### Power grid, run 1

Scale bar: 20 microns. Pins as bars on the die edge.
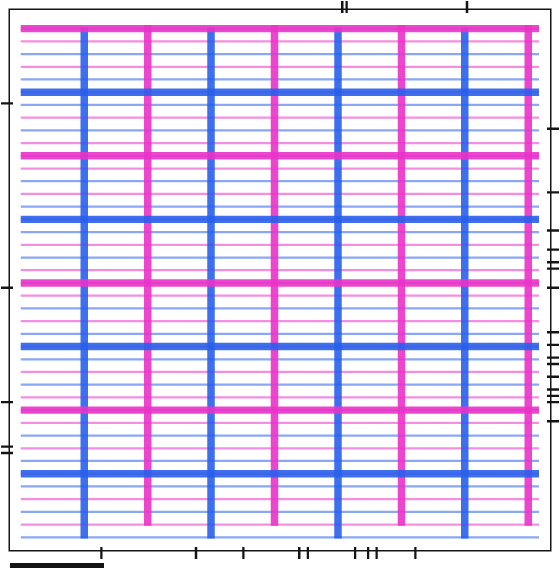
### Cell classes on the final placement, run 1

Scale bar: 20 microns.
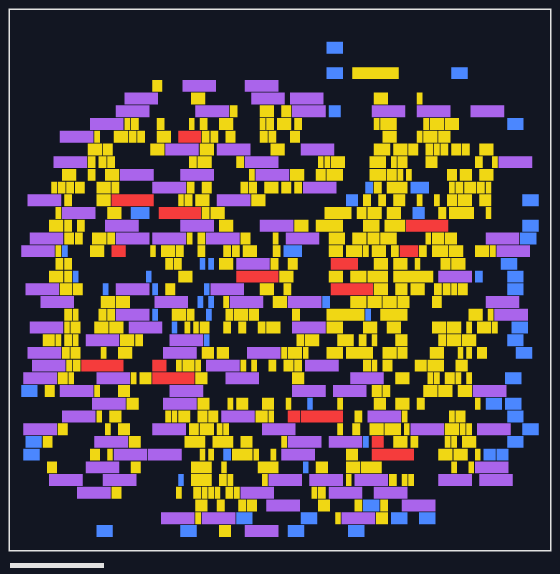
### Clock network drawn from the DEF, run 1

Scale bar: 20 microns.
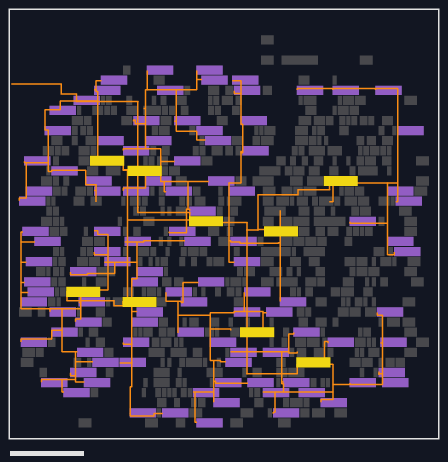
<file path="config.mk">
export PLATFORM = sky130hd
export DESIGN_NAME = keypad_matrix_scanner
export DESIGN_NICKNAME = d
export VERILOG_FILES = /design/src/rtl/keypad_pkg.sv /design/src/rtl/key_debounce.sv /design/src/rtl/keypad_matrix_scanner.sv
export SDC_FILE = /design/constraint.sdc
export NUM_CORES = 1
export LEC_CHECK = 0
export CAP_MARGIN = 20
export CORE_MARGIN = 2
export CORE_UTILIZATION = 40
export CTS_BUF_LIST = sky130_fd_sc_hd__clkbuf_8 sky130_fd_sc_hd__clkbuf_16
export DETAILED_ROUTE_END_ITERATION = 8
export GPL_TIMING_DRIVEN = 0
export MAX_ROUTING_LAYER = met4
export SYNTH_ARGS = -nofsm -noshare
export SYNTH_HDL_FRONTEND = slang
export SYNTH_SLANG_ARGS = --single-unit
</file>
<file path="constraint.sdc">
create_clock -name CLK -period 6.35 [get_ports CLK]
set_input_delay 1.27 -clock CLK [delete_from_list [all_inputs] [get_ports CLK]]
set_output_delay 1.27 -clock CLK [all_outputs]
set_load 0.01 [all_outputs]
</file>
<file path="src/rtl/keypad_pkg.sv">
// Shared definitions for the keypad matrix scanner: scan states and hex glyphs
// for the optional 7-segment display.
package keypad_pkg;

    typedef enum logic [1:0] {
        DRIVE  = 2'd0,
        SETTLE = 2'd1,
        SAMPLE = 2'd2
    } scan_state_t;

    // Active-low glyphs, bit0 = segment a ... bit6 = segment g
    localparam logic [6:0] SEG_HEX [16] = '{
        7'h40, 7'h79, 7'h24, 7'h30, 7'h19, 7'h12, 7'h02, 7'h78,
        7'h00, 7'h10, 7'h08, 7'h03, 7'h46, 7'h21, 7'h06, 7'h0E
    };

    localparam logic [6:0] SEG_BLANK = 7'h7F;

endpackage

</file>
<file path="src/rtl/key_debounce.sv">
// Per-key debouncer: a raw value differing from the accepted state must persist
// for DEBOUNCE_SCANS consecutive frame ends before it is accepted.
module key_debounce #(
    parameter int DEBOUNCE_SCANS = 2
) (
    input  logic CLK,
    input  logic RST,
    input  logic frame_end,
    input  logic raw,
    output logic deb
);

    localparam int CW = $clog2(DEBOUNCE_SCANS + 1);

    logic [CW-1:0] cnt;

    always_ff @(posedge CLK) begin
        if (RST) begin
            cnt <= '0;
            deb <= 1'b0;
        end else if (frame_end) begin
            if (raw == deb) begin
                cnt <= '0;
            end else if (cnt == CW'(DEBOUNCE_SCANS - 1)) begin
                deb <= raw;
                cnt <= '0;
            end else begin
                cnt <= cnt + 1'b1;
            end
        end
    end

endmodule

</file>
<file path="src/rtl/keypad_matrix_scanner.sv">
// Row/column keypad scanner with frame-based debounce and one-event-per-cycle reporting.
// Define KEYPAD_SEG7_EN to add seg_n showing the hex code of the most recent press.
module keypad_matrix_scanner
    import keypad_pkg::*;
#(
    parameter int ROWS            = 4,
    parameter int COLS            = 4,
    parameter int SETTLE_CYCLES   = 4,
    parameter int DEBOUNCE_SCANS  = 2,
    parameter int ROW_ACTIVE_HIGH = 1,
    parameter int COL_ACTIVE_HIGH = 1,
    localparam int NK = ROWS * COLS,
    localparam int KW = (NK > 1) ? $clog2(NK) : 1
) (
    input  logic            CLK,
    input  logic            RST,
    input  logic [COLS-1:0] col_in,
    output logic [ROWS-1:0] row_out,
    output logic            key_event,
    output logic            key_pressed,
    output logic [KW-1:0]   key_code,
    output logic [NK-1:0]   key_bitmap,
    output logic            any_key
`ifdef KEYPAD_SEG7_EN
    ,
    output logic [6:0]      seg_n
`endif
);

    localparam int RW = (ROWS > 1) ? $clog2(ROWS) : 1;
    localparam int SW = $clog2(SETTLE_CYCLES);

    if (SETTLE_CYCLES < 2) begin : g_bad_settle
        $error("keypad_matrix_scanner: SETTLE_CYCLES must be at least 2");
    end

    scan_state_t     state, state_nxt;
    logic [RW-1:0]   row_idx, row_nxt;
    logic [SW-1:0]   settle_cnt, settle_nxt;
    logic [ROWS-1:0] row_sel, row_drive;
    logic [COLS-1:0] col_sync_p0, col_sync_p1, col_norm;
    logic [NK-1:0]   raw, raw_nxt, deb, pending, bitmap_nxt;
    logic            frame_end, pend_any;
    logic [KW-1:0]   pend_idx;

    // Stage p0/p1: two-flop synchroniser on the asynchronous column pins
    always_ff @(posedge CLK) begin
        if (RST) begin
            col_sync_p0 <= '0;
            col_sync_p1 <= '0;
        end else begin
            col_sync_p0 <= col_in;
            col_sync_p1 <= col_sync_p0;
        end
    end

    assign col_norm = (COL_ACTIVE_HIGH != 0) ? col_sync_p1 : ~col_sync_p1;

    // Scan FSM: row_out is registered from the next row index so it lines up with DRIVE
    always_ff @(posedge CLK) begin
        if (RST) begin
            state      <= DRIVE;
            row_idx    <= '0;
            settle_cnt <= '0;
            row_out    <= (ROW_ACTIVE_HIGH != 0) ? {ROWS{1'b0}} : {ROWS{1'b1}};
        end else begin
            state      <= state_nxt;
            row_idx    <= row_nxt;
            settle_cnt <= settle_nxt;
            row_out    <= row_drive;
        end
    end

    always_comb begin
        state_nxt  = state;
        row_nxt    = row_idx;
        settle_nxt = settle_cnt;
        case (state)
            DRIVE: begin
                state_nxt  = SETTLE;
                settle_nxt = '0;
            end
            SETTLE: begin
                if (settle_cnt == SW'(SETTLE_CYCLES - 1)) state_nxt = SAMPLE;
                else settle_nxt = settle_cnt + 1'b1;
            end
            SAMPLE: begin
                state_nxt = DRIVE;
                row_nxt   = (row_idx == RW'(ROWS - 1)) ? '0 : row_idx + 1'b1;
            end
            default: state_nxt = DRIVE;
        endcase
    end

    assign row_sel   = ROWS'(1) << row_nxt;
    assign row_drive = (ROW_ACTIVE_HIGH != 0) ? row_sel : ~row_sel;

    // The debouncers see the frame including the row being sampled right now
    always_comb begin
        raw_nxt = raw;
        if (state == SAMPLE) raw_nxt[row_idx*COLS +: COLS] = col_norm;
    end

    assign frame_end = (state == SAMPLE) && (row_idx == RW'(ROWS - 1));

    always_ff @(posedge CLK) begin
        if (RST) raw <= '0;
        else     raw <= raw_nxt;
    end

    for (genvar k = 0; k < NK; k++) begin : g_key
        key_debounce #(
            .DEBOUNCE_SCANS(DEBOUNCE_SCANS)
        ) u_deb (
            .CLK       (CLK),
            .RST       (RST),
            .frame_end (frame_end),
            .raw       (raw_nxt[k]),
            .deb       (deb[k])
        );
    end

    // Reporting: drain accepted-but-unreported changes, lowest key code first
    assign pending = deb ^ key_bitmap;

    always_comb begin
        pend_any = 1'b0;
        pend_idx = '0;
        for (int i = NK - 1; i >= 0; i--) begin
            if (pending[i]) begin
                pend_any = 1'b1;
                pend_idx = KW'(i);
            end
        end
    end

    assign bitmap_nxt = key_bitmap ^ (NK'(pend_any) << pend_idx);

    always_ff @(posedge CLK) begin
        if (RST) begin
            key_event   <= 1'b0;
            key_pressed <= 1'b0;
            key_code    <= '0;
            key_bitmap  <= '0;
            any_key     <= 1'b0;
        end else begin
            key_event  <= pend_any;
            key_bitmap <= bitmap_nxt;
            any_key    <= |bitmap_nxt;
            if (pend_any) begin
                key_code    <= pend_idx;
                key_pressed <= deb[pend_idx];
            end
        end
    end

`ifdef KEYPAD_SEG7_EN
    always_ff @(posedge CLK) begin
        if (RST)                            seg_n <= SEG_BLANK;
        else if (key_event && key_pressed)  seg_n <= SEG_HEX[4'(key_code)];
    end
`endif

endmodule
</file>
==> run summary, run 1 <==
Update from the flow run.

The setup-violating endpoint count in the final report is 0. The global-route wire length before repair is about 21000 microns. The number of global-route vias before repair is 4025. In the routed design, unresolved DRC markers number 0. The main area contributors are dfxtp_1 (42%), nor2_1 (5.7%), a21oi_1 (5.0%). The maximum fanout along the worst path is 6. The cell area after synthesis is about 0.0050 sq mm.

After global routing the overflow that remains totals 0. The topmost layer with routed signal wires is met4. The count of final max-slew check failures is 0. The post-synthesis async set-or-reset flop share is 0%. For the final routed database, the setup TNS stands at 0 ns. Per the final timing report, the hold violations number 0.

Clock tree synthesis found a total of around 110 sinks. The half-perimeter wire length after placement is 9330 microns. For met3 alone, demand over resource in global routing was under 10%. The net switching power is 0.461 mW. The class of the most critical setup path is flop to flop. The number of port buffers is 31. Looking at the power breakdown, sequential logic takes between 40% and 50% of the total. The most frequent logic cell in the layout is dfxtp_1. Broken down by cell family, the worst path's largest delay share belongs to simple AND/OR/NAND/NOR gates.

The count of hold buffers inserted by post-cts repair is 0. The worst setup path is launched from a flop. For the worst setup path, the data required time is 6.54 ns. The delay of the slowest cell on the worst path is 0.67 ns. The number of synthesis warnings is 0. At the end of routability-driven placement, the weighted congestion stood at 0.918. The path length in cells of the critical path is 8. The power density over the cells is 268 mW/mm^2. Per the post-route antenna check, the number of violating nets is 0. The number of search-and-repair iterations in the first detailed-routing pass is 5. The total power draw is 1.55 mW.

The max-slew headroom at the worst pin is ~52%. Sequential cells were found to cover 42.3% of the synthesized design area. OpenROAD reports that the post-layout worst path occupies 47.0% of the period.

The global routing usage on met1 is between 20 and 30%. Combinational cells account for 19.1% of the total power. The slowest stage of the critical path belongs to the cell nor4b_1.

Derived from the worst setup path, the maximum achievable clock frequency is between 300 and 400 MHz. The total number of nets in the final design is 602. The synthesis stats list as the most numerous cell dfxtp_1. The worst-margin pin slew is approximately 0.7 ns. The clock-pin transition on the worst setup and hold timing paths is approximately 0.070 ns. For flop-to-flop paths, the worst setup slack is 3.36 ns. For this run, the script counts the antenna cells in the layout as 0. The class of the worst hold path is flop to flop. After detailed routing, the total wire length is 12800 microns. The reg-to-reg critical path startpoint is key_bitmap[9]. Setup repair after global routing left no endpoint under its margin. The critical path capture point type is a flop.

The tree is rooted in a clkbuf_16. The post-route netlist has 7.41% of its cells at a drive strength greater than 1. After the first detailed-routing iteration, the DRC count stood at approximately 260.

The H-tree depth is 3. The mean cell area of the mapped netlist is 9.09 sq um. After detailed routing, the wire length on met1 is 5750 microns.

During I/O placement, the number of pins put on the boundary was 33. The number of CTS-inserted buffers is 9. In the power breakdown, the internal column shows 1.09 mW. Looking at the cell usage after synthesis, the top flip-flop cell is dfxtp_1. The final timing report derives a shortest allowable period of between 2 and 3 ns. According to the timing report, the arrival time at the worst endpoint equals around 3.2 ns.

The buffer and inverter count on the worst path is 0. The total of cells resized after clock tree synthesis is 0. The netlist uses 61 different library cells. The worst setup path endpoint is any_key. The gate count of the mapped netlist is 547. The capture point of the worst register-to-register path is recorded as any_key. The floorplan die area is 0.0133 sq mm. The script logs the mean routed wire length per placed instance as approximately 17 microns. Summed over its instances, the top area cell type makes up ~42% of the synthesized netlist area. The endpoint with the worst hold slack is col_norm[1].

The synthesized design contains 0 enable-type register cells. In this run, synthesis produced a sequential element count of about 110. The initial antenna violation count is 0. After detailed routing, the number of vias per cell comes to roughly 5.5. The worst-case reg-to-reg path depth is 8. The critical path starts at key_bitmap[9].

The number of warning messages in the logs is 31. The global routing report lists met2 layer usage as between 30 and 40%. After global routing, the most crowded layer is met2. The number of cell instances after yosys synthesis is about 550.

Summing over every cut layer, the via total after detailed routing is roughly 4.2k. The routed design uses between 6000 and 7000 microns of met2 wire. Along the worst hold path, the cell count comes to 1. The static leakage is 2.15 nW.

The post-CTS setup repair buffer count is 0. The global router's overall resource usage is around a fifth. Entering global routing, the biggest net connects 20 pins. The worst hold path startpoint is col_sync_p0[1]. The switching power share of the total is ~30%.

From synthesis to final layout, the design area changed by 16.5%. In the synthesized netlist, the cells that appear most often are dfxtp_1 (105), nor2_1 (75), a21oi_1 (50), nor2b_1 (25), xor2_1 (22). The top cell types in the final layout, fill and taps aside, are dfxtp_1 (105), nor2_1 (75), a21oi_1 (50), clkdlybuf4s50_1 (31), nor2b_1 (25).

The total cell area reported by yosys after synthesis is between 0.004 and 0.005 sq mm. The number of maximum-capacitance violations recorded for the run is 0. After detailed routing, the met3 layer carries about 670 microns of wire. The run finished with clean final reports.
## Picture notes: 'Power grid'
| color | net |
|---|---|
| magenta | VDD |
| blue | VSS |
signal pins: 33
met4 straps: 8
met5 straps: 8
met1 rails: 41
worst supply voltage drop on vdd: 0.246 mV
die boundary width: 116 microns
area inside the core boundary: 0.0121 sq mm

## Picture notes: 'Cell classes on the final placement'
| color | class | cells | share of their area |
|---|---|---|---|
| red | clock drivers and dummy loads | 16 | 5.4% |
| blue | other buffers and delay cells | 62 | 8.5% |
| purple | flip-flops | 105 | 38% |
| yellow | all other logic | 411 | 49% |
Util after Layout: 48.0%
post-route standard cell area excluding fillers: 0.00579 sq mm
sequential share of cell area: 36.3%

## Picture notes: 'Clock network drawn from the DEF'
[yellow] cells driving clock nets | count: 9
[purple] flip-flops | count: 105
[orange] clock wires | length: 1240 microns
routed clock nets: 10
flops lie: spread over the die
fraction of power consumed by the clock network: 35.5%
clk_skew: 0.00710 ns
Clock Latency Late Sink: 0.35 ns

run 1: per-stage QoR:
stage          hold slack, ns  instance area [sq um]  setup WS (ns)  std cells
3_3_place_gp            0.418                   5490           3.48        746
5_1_grt                 0.459                   5790           3.20        762
6_report                0.437                   5790           3.36        762
4_1_cts                 0.440                   5790           3.40        762
3_5_place_dp            0.422                   5490           3.45        746
2_1_floorplan           0.414                   4970           3.99        547
run 1: area by class of cell:
| cell class | instances | area [sq um] |
|---|---|---|
| flip-flops and latches | 105 | 2100 |
| clock buffers | 10 | 239 |
| multi-input cells | 399 | 2660 |
| fillers | 1145 | 6270 |
| inverters | 12 | 45.0 |
| clock inverters | 6 | 60.1 |
| repair buffers | 31 | 310 |
| plain buffers | 31 | 163 |
| well taps | 168 | 210 |
run 1: flip-flops by register name, indices dropped and copies added, names as in the netlist:
register,flops
col_sync_p0,4
row_out,4
g_key.u_deb.cnt,32
key_event,1
raw,16
any_key,1
key_pressed,1
key_code,4
g_key.u_deb.deb,16
settle_cnt,2
state,2
row_idx,2
col_norm,4
key_bitmap,16
run 1: power by group through the flow:
stage | clock, mW | sequential (mW) | combinational [mW]
6_report | 0.552 | 0.705 | 0.296
5_1_grt | 0.588 | 0.707 | 0.324
4_1_cts | 0.564 | 0.704 | 0.295
3_5_place_dp | 0 | 0.720 | 0.293
3_3_place_gp | 0 | 0.719 | 0.289
2_1_floorplan | 0 | 0.722 | 0.190
run 1: cell families after synthesis:
family	share of synthesized area, %
simple gates	21.7
compound gates	17.5
flops	42.3
xor+xnor	9.26
buf+inv	4.18
mux	3.27
fa+ha+maj	1.76
### Routed metal, one color a layer, run 1

Only two layers are drawn.
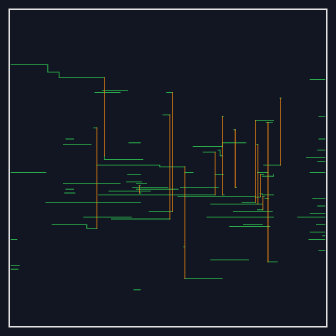

==> run 2, diff against run 1 <==
Clock period 6.35 ns to 2.8 ns, I/O delays scaled along.
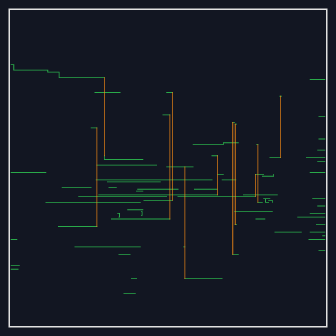
*Routed metal, one color a layer, run 2*
Only two layers are drawn.
| color | layer | wire length |
|---|---|---|
| orange | met4 | 334 microns |
| green | met3 | 620 microns |

==> run 2 against run 1 <==
Sequential power rose by 130%. Worst setup slack got worse by 3.4 ns. Utilization up 0.82 points. Hold slack lost 0.00064 ns. Power increased by 130%. Highest routed layer unchanged. Largest power group unchanged.
==> run summary, run 2 <==
Update from the flow run.

The number of synthesis warnings is 0. Of the total power, the clock network draws 35.1%. The routed wirelength normalized by instance count is 17.0 microns. The number of search-and-repair iterations in the first detailed-routing pass is 5. The script computed a power per unit cell area of about 600 mW/mm^2. The ratio of cells with drive above 1 in the final layout is under 10%. The register share of total power is between 40 and 50%. The number of synthesized flops with an enable pin is 0. The maximum vdd drop is about 0.55 mV. The register bank with the most flops is g_key.u_deb.cnt.

The static leakage is 2.18 nW. Cells fill 48.8% of the core in the end. The vias after detailed routing is around 4.2k. For this design, the sink count on the clock tree is approximately 110. The clock H-tree reported by CTS has 3 levels. The post-synthesis to final-layout area growth is 18.5%. The tool flagged a number of max-cap violations equal to 0.

The hold violation count in the final report is 0. The die covers ~0.013 sq mm. The global-route wire length before repair is approximately 21000 microns. The repair_antennas step left the layout with diodes totalling 0. Summing internal, switching and leakage power gives 3.58 mW.

The clock-pin transition on the worst setup and hold timing paths is roughly 0.08 ns. The critical path is of the flop to flop type. Pin placement for this block handled 33 I/O pins. The count of final max-slew check failures is 0.

Setup slack on the critical path of the routed design comes to 0.00968 ns. The worst setup path is launched from a flop. The top cell types in the final layout, fill and taps aside, are dfxtp_1 (102), nor2_1 (75), a21oi_1 (50), clkdlybuf4s50_1 (31), nor2b_1 (25). The final standard cell area without fillers is slightly below 0.006 sq mm.

Along the worst hold path, the cell count comes to 1. Hold timing on the final database bottoms out at a slack of 0.436 ns. The flip-flop cell with the highest count after synthesis is dfxtp_1.

The pin closest to its max-slew limit shows a slew of about 0.71 ns. Setup repair after global routing could not meet its margin everywhere. For the finished layout, the period the worst path requires is between 2 and 3 ns. Counting tap cells, the placed design contains a total of about 750 instances. The maximum fanout along the worst path is 8.

The mean cell area of the mapped netlist is approximately 9.1 sq um. The register with the most flip-flops in the layout has 32 of them. The initial antenna violation count is 0. The flow ran to the end, and the final reports show no timing, DRC or antenna violations. In this run, synthesis produced a sequential element count of 105.

The gate count of the mapped netlist is 547. The dominant kind of combinational cell is simple AND/OR/NAND/NOR gates. Hold repair after CTS inserted 0 buffers. The timing report gives the biggest stage delay along the critical path as roughly 0.61 ns.

The number of warning messages in the logs is 32. The number of cell instances after yosys synthesis is ~550. The half-perimeter wire length after placement is 9330 microns. The synthesis report lists the most area-consuming cells as dfxtp_1 (42%), nor2_1 (5.7%), a21oi_1 (5.0%). Entering global routing, the biggest net connects 20 pins. By instance count, the leading cell after synthesis is dfxtp_1.

OpenROAD reports that the post-layout worst path occupies 99.7% of the period. The arrival time of data at the critical path endpoint is approximately 3.0 ns. Input and output buffers added on the ports amount to 31. The setup-violating endpoint count in the final report is 0.

Summing all multiplexer cells gives an area fraction of 3.27%. Per the detail_route report, vias per standard cell equal approximately 5.5. TritonCTS built the clock tree. The later pin in the worst-skew pair is clocked with a latency of ~0.35 ns. Once iteration 0 of detailed routing completed, the report listed between 200 and 300 DRC markers. Per the post-route antenna check, the number of violating nets is 0. Detailed placement reports a standard cell area of between 0.005 and 0.006 sq mm. The net count after synthesis is approximately 560.

The global-route congestion overflow total is 0. In this run the power spent charging and discharging nets is ~1.1 mW. The internal power of the cells totals between 2 and 3 mW.

The final weighted congestion of routability-driven global placement is 0.918. The final wirelength is 13000 microns. Counting the fill cells in the layout gives 1136. The report lists the cells along the critical path as inv_1 -> ha_1 -> inv_1 -> nor4_1 -> a22oi_1 -> xor2_1 -> nor3_1 -> a21oi_1 -> nor2_1. The critical path capture point type is a flop. The cell type contributing the most total cell area after synthesis is dfxtp_1. After the last flow step, the layout net total stands at around 600. The placement-stage worst setup slack is -0.102 ns.

The worst-case reg-to-reg path depth is 9. Yosys reports that the most numerous cell types are dfxtp_1 (105), nor2_1 (75), a21oi_1 (50), nor2b_1 (25), xor2_1 (22). Clock skew on the completed layout was measured at 0.00934 ns. The combinational group share of total power is 20.2%. The class of the worst hold path is flop to flop. The and-or/or-and share of the synthesized area is 17.5%.

The cell sitting at the root of the clock tree is a clkbuf_16. The core footprint is 0.0121 sq mm. The timing report shows that the slowest cell on the worst path is nor4_1. In this run the deepest clock path goes through 2 buffers. Based on the critical path, the design can be clocked at up to 358 MHz. In this run the cell area of the synthesized design comes to a little under 0.005 sq mm. The number of standard cells in the final layout excluding fillers is 764. The fraction of the yosys area taken by sequential cells is between 40% and 50%. In this run the vertical extent of the chip is ~120 microns. Per the detail_route report, DRC violations left total 0. Counting the buffers created by CTS gives 9. The area fraction in xor and xnor cells is 9.26%. Per the synthesis report, the number of distinct cell types is about 61. The switching power share of the total is between 20% and 30%. The number of global-route vias before repair is 4037. The worst endpoint required time is just over 3 ns.

The synthesized design devotes to its leading area cell type between 40% and 50% of total area. The total cell area reported by yosys after synthesis is between 0.004 and 0.005 sq mm. The most frequent logic cell in the layout is dfxtp_1. The global router's overall resource usage is about a fifth. Yosys reported that registers with async set or reset make up 0%. Among the stages of the critical path, the cell type that occurs most often is inv_1. The cell-mix breakdown from Yosys lists the adder-cell area share as ~1.8%. The floorplan has 40 rows.

The max-slew headroom at the worst pin is 52.2%. The starting density of the core is roughly two fifths. In this run, the synthesized area fraction spent on and/or/nand/nor cells is recorded as between 20% and 30%.

The die is between 100 and 150 microns wide. After routing, the total negative slack on setup checks comes to 0 ns.
run 2: cell counts after synthesis:
Identical to the previous run, type by type.
run 2: cell type report:
| type | count | area (sq um) | area share [%] |
|---|---|---|---|
| sequential | 105 | 2110 | 35.7 |
| tap | 168 | 210 | 3.57 |
| clock buffer | 10 | 239 | 4.06 |
| buffer | 31 | 165 | 2.80 |
| timing repair buffer | 33 | 325 | 5.52 |
| clock inverter | 6 | 60.1 | 1.02 |
| multi-input combinational | 399 | 2740 | 46.5 |
| inverter | 12 | 45.0 | 0.764 |
run 2: path summary, 6_finish.rpt:
kind	startpoint	end	slack, ns
min	col_sync_p0[1]	col_norm[1]	0.44
max reg2reg	row_idx[0]	g_key[8].u_deb.cnt[0]	0.01
min reg2reg	col_sync_p0[1]	col_norm[1]	0.44
max	row_idx[0]	g_key[8].u_deb.cnt[0]	0.01
run 2: repair_timing:
item	4_1_cts	5_1_grt
endpoints found under the setup margin	1	34
pin swaps	1	2
setup buffers	1	1
resized	1	15
run 2: power by group through the flow:
stage	Sequential [mW]	Combinational, mW	Clock [mW]
after CTS	1.60	0.683	1.28
final	1.60	0.723	1.26
after floorplan	1.64	0.432	0
after global placement	1.63	0.655	0
after global routing	1.61	0.785	1.33
after detailed placement	1.63	0.665	0
run 2: metal layers:
metal / GRT usage (%) / wire length, microns / vias to the layer above / share of wire [%]
met2: 33.7 / 6200 / 105 / 48
met4: 8.76 / 333 / 0 / 2.6
met5: - / 0 / - / 0
li1: - / - / 2035 / -
met3: 4.55 / 620 / 25 / 4.8
met1: 25.5 / 5820 / 2021 / 45
run 2: critical path, delay by kind of cell, from the launching register on:
kind,cells,cell delay (ns)
simple gates,3,0.73
flops,1,0.48
fa+ha+maj,1,0.44
compound gates,2,0.48
xor+xnor,1,0.27
buf+inv,2,0.28
==> run 3, diff against run 2 <==
Settings changed: HOLD_SLACK_MARGIN set to 0.05.
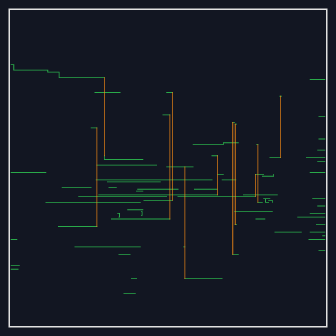
*Routed metal, one color a layer, run 3*
Only two layers are drawn.
| color | layer | wire length |
|---|---|---|
| orange | met4 | 334 microns |
| green | met3 | 620 microns |

==> run 3 against run 2 <==
Design area stayed put. Critical path depth did not move. Global-route usage stayed put. Critical endpoint unchanged. Hold slack did not move. Clock power about the same.
==> run summary, run 3 <==
Update from the flow run.

The total cell area at the placement stage is around 0.0055 sq mm. The worst setup path is captured at a flop. The total of cells resized after clock tree synthesis is 1.

The worst setup path is launched from a flop. The register bank with the most flops is g_key.u_deb.cnt. The clock tree root driver cell is clkbuf_16. Of the cells placed in the final design, the portion with a size suffix greater than 1 is 9.90%.

The power report attributes to the sequential group a share of roughly 45%. The CTS tree is done. The buffer and inverter count on the worst path is 2. The synthesized netlist was found by Yosys to have about 550 cells.

The OpenROAD report gives the critical path a required time of about 3.0 ns. The largest net degree at the start of global routing is 20. The Yosys step of the flow raised 0 warnings.

Looking at the clock tree report, the H-tree level count equals 3. The core footprint is about 0.012 sq mm. The number of placed cells counting well taps is roughly 750.

The starting density of the core is 41.2%. The final layout contains routed wiring with a total length of 13000 microns. For this design the ratio of total power to cell area is 607 mW/mm^2. The total cell area reported by yosys after synthesis is 0.00497 sq mm. The horizontal die dimension is 116 microns. The post-synthesis async set-or-reset flop share is 0%. After legalization and detailed placement, the total HPWL measured between 9000 and 10000 microns. The clock network power consumption is 1.26 mW. The number of violations of the max-capacitance limit is 0. The clock passes through at most 2 buffers. The highest clock rate this design can be run at is 358 MHz. For the finished layout, the period the worst path requires is ~2.8 ns. The number of global-route vias before repair is between 4k and 5k. The top contributor to total power is sequential cells.

The number of flip-flops under the largest register name is 32. The final timing report gives a worst setup slack of approximately 0.0097 ns. The initial antenna violation count is 0. The combinational group power is about 0.72 mW. The delay of the slowest cell on the worst path is 0.61 ns. The main area contributors are dfxtp_1 (42%), nor2_1 (5.7%), a21oi_1 (5.0%). The final timing report counts setup violations totalling 0. Yosys mapped a number of flops with a built-in enable equal to 0. The combinational group share of total power is roughly 20%. The share of the clock period used by the worst path after layout is about 100%.

The routed wirelength normalized by instance count is between 15 and 20 microns. Once layout is done, the placed cells without fillers occupy 0.00589 sq mm. The most popular library cell in the synthesized design by count is dfxtp_1.

The gate count of the mapped netlist is around 550. The worst hold margin is 0.436 ns. The report puts the hold buffer count at CTS at 0. The run finished with clean final reports. The floorplan die area is ~0.013 sq mm. Per the placement log, port buffering inserted 31 buffers. The first global-routing pass estimated ~21000 microns of wire. Once detail routing completed, the nets flagged for antenna violations numbered 0. The first TritonRoute pass finished after 5 iterations. Clock latency on the worst-skew pair, taken at its later pin, is approximately 0.35 ns. By instance count after routing, the leading logic cell types are dfxtp_1 (102), nor2_1 (75), a21oi_1 (50), clkdlybuf4s50_1 (31), nor2b_1 (25). The switching power share of the total is slightly below 30%. The class of the worst hold path is flop to flop. Among the stages of the critical path, the cell type that occurs most often is inv_1. Max fanout on the critical path was recorded as 8.

Dividing the synthesized area by the synthesized cell count gives between 9 and 10 sq um. At the end of the flow, the number of nets in the layout was around 600. The clock network burns 35.1% of the power.

The total inserted antenna cells is 0. The cell row count is approximately 40. Before any placement, the netlist area is recorded as slightly below 0.005 sq mm. Leaving out fill and tap cells, the most frequent cell in the layout is dfxtp_1. The cell-internal power is around 2.5 mW.

The pre-CTS setup check shows a worst slack of -0.102 ns. Summed over its instances, the top area cell type makes up 42.3% of the synthesized netlist area. Sequential power for this build is 1.60 mW.

Sequential elements use 42.3% of the synthesized area. The post-CTS setup repair buffer count is 1. In the Yosys stats the netlist draws on 61 distinct library cells. Per the log, the first TritonRoute iteration ended with a DRC count of ~260. The stage logs contain a warning count of 32. The static leakage is approximately 2.2 nW. Clock-pin slew was measured on the worst setup and hold paths at 0.08 ns. By count the netlist is led by dfxtp_1 (105), nor2_1 (75), a21oi_1 (50), nor2b_1 (25), xor2_1 (22). The cell type contributing the most total cell area after synthesis is dfxtp_1. Pins over their slew limit in the final report were tallied at 0. At the pin with the least slew margin, the transition time is roughly 0.71 ns. The max-slew headroom at the worst pin is between 50% and 60%. The detail-routed via count per cell is roughly 5.5.

The tree built by TritonCTS fans out to roughly 110 sinks. Setup repair after global routing could not meet its margin everywhere. Between clock sinks in the finished design, the worst skew comes to approximately 0.0093 ns.

In this run the critical path is formed by inv_1 -> ha_1 -> inv_1 -> nor4_1 -> a22oi_1 -> xor2_1 -> nor3_1 -> a21oi_1 -> nor2_1. The vias after detailed routing is ~4.2k. The flip-flop cell with the highest count after synthesis is dfxtp_1. The kind of cell with the highest combined delay along the critical path is simple AND/OR/NAND/NOR gates.

Per the synth log, the flip-flop and latch total comes to ~110. The post-synthesis to final-layout area growth is 18.5%. The global router's overall resource usage is between 20% and 30%. According to the I/O placement log, the pin count is 33. The number of standard cells in the final layout excluding fillers is 764.

At the end of routability-driven placement, the weighted congestion stood at roughly 0.92. Global routing finished with a remaining overflow of 0. Per the power-grid run, VDD falls by no more than approximately 0.55 mV. TritonRoute reported its final design rule violation total as 0. The number of CTS-inserted buffers is 9. For this design, the slowest cell found on the critical path is nor4_1.

The overall die height is 116 microns. Per the final timing report, the hold violations number 0. The post-synth net total is about 560.

The setup TNS after final layout is 0 ns. STA puts the critical path data arrival time at ~3.0 ns. The net switching power in the latest report is 1.07 mW. The critical path in this run is classified as flop to flop.
-- run 3: cell counts after synthesis --
Identical to the previous run, type by type.
-- run 3: worst paths after layout --
| kind | startpoint | endpoint | slack [ns] | cells past startpoint |
|---|---|---|---|---|
| hold reg to reg | col_sync_p0[1] | col_norm[1] | 0.44 | 1 |
| setup reg to reg | row_idx[0] | g_key[8].u_deb.cnt[0] | 0.01 | 9 |
| setup / recovery | row_idx[0] | g_key[8].u_deb.cnt[0] | 0.01 | 9 |
| hold / removal | col_sync_p0[1] | col_norm[1] | 0.44 | 1 |
-- run 3: cell type report --
type                    count  area [sq um]
plain buffers              31           165
clock buffers              10           239
clock inverters             6          60.1
fillers                  1136          6170
inverters                  12          45.0
multi-input cells         399          2740
flip-flops and latches    105          2110
well taps                 168           210
repair buffers             33           325
-- run 3: cell families (layout without fill, tap and decap cells) --
kind of cell | count (synthesis) | after routing | synth area share (%)
AND-OR/OR-AND | 131 | 131 | 17.5
XOR/XNOR | 47 | 47 | 9.26
adder cells (fa/ha/maj) | 7 | 7 | 1.76
buffers and inverters | 43 | 92 | 4.18
flip-flops | 105 | 105 | 42.3
multiplexers | 15 | 15 | 3.27
AND/OR/NAND/NOR | 199 | 199 | 21.7
-- run 3: per-stage QoR --
| step | utilization (%) | power (mW) |
|---|---|---|
| after floorplan | - | 2.07 |
| after detailed placement | 45.5 | 2.30 |
| after global placement | 45.5 | 2.28 |
| after CTS | 48.1 | 3.56 |
| after global routing | 48.8 | 3.72 |
| final | 48.8 | 3.58 |
-- run 3: metal layers --
layer / GRT usage, % / vias to the layer above / part of all wire [%]
li1: - / 2035 / -
met4: 8.76 / 0 / 2.6
met5: - / - / 0
met3: 4.55 / 25 / 4.8
met1: 25.5 / 2021 / 45
met2: 33.7 / 105 / 48
Power is estimated from default activity; no workload was simulated.
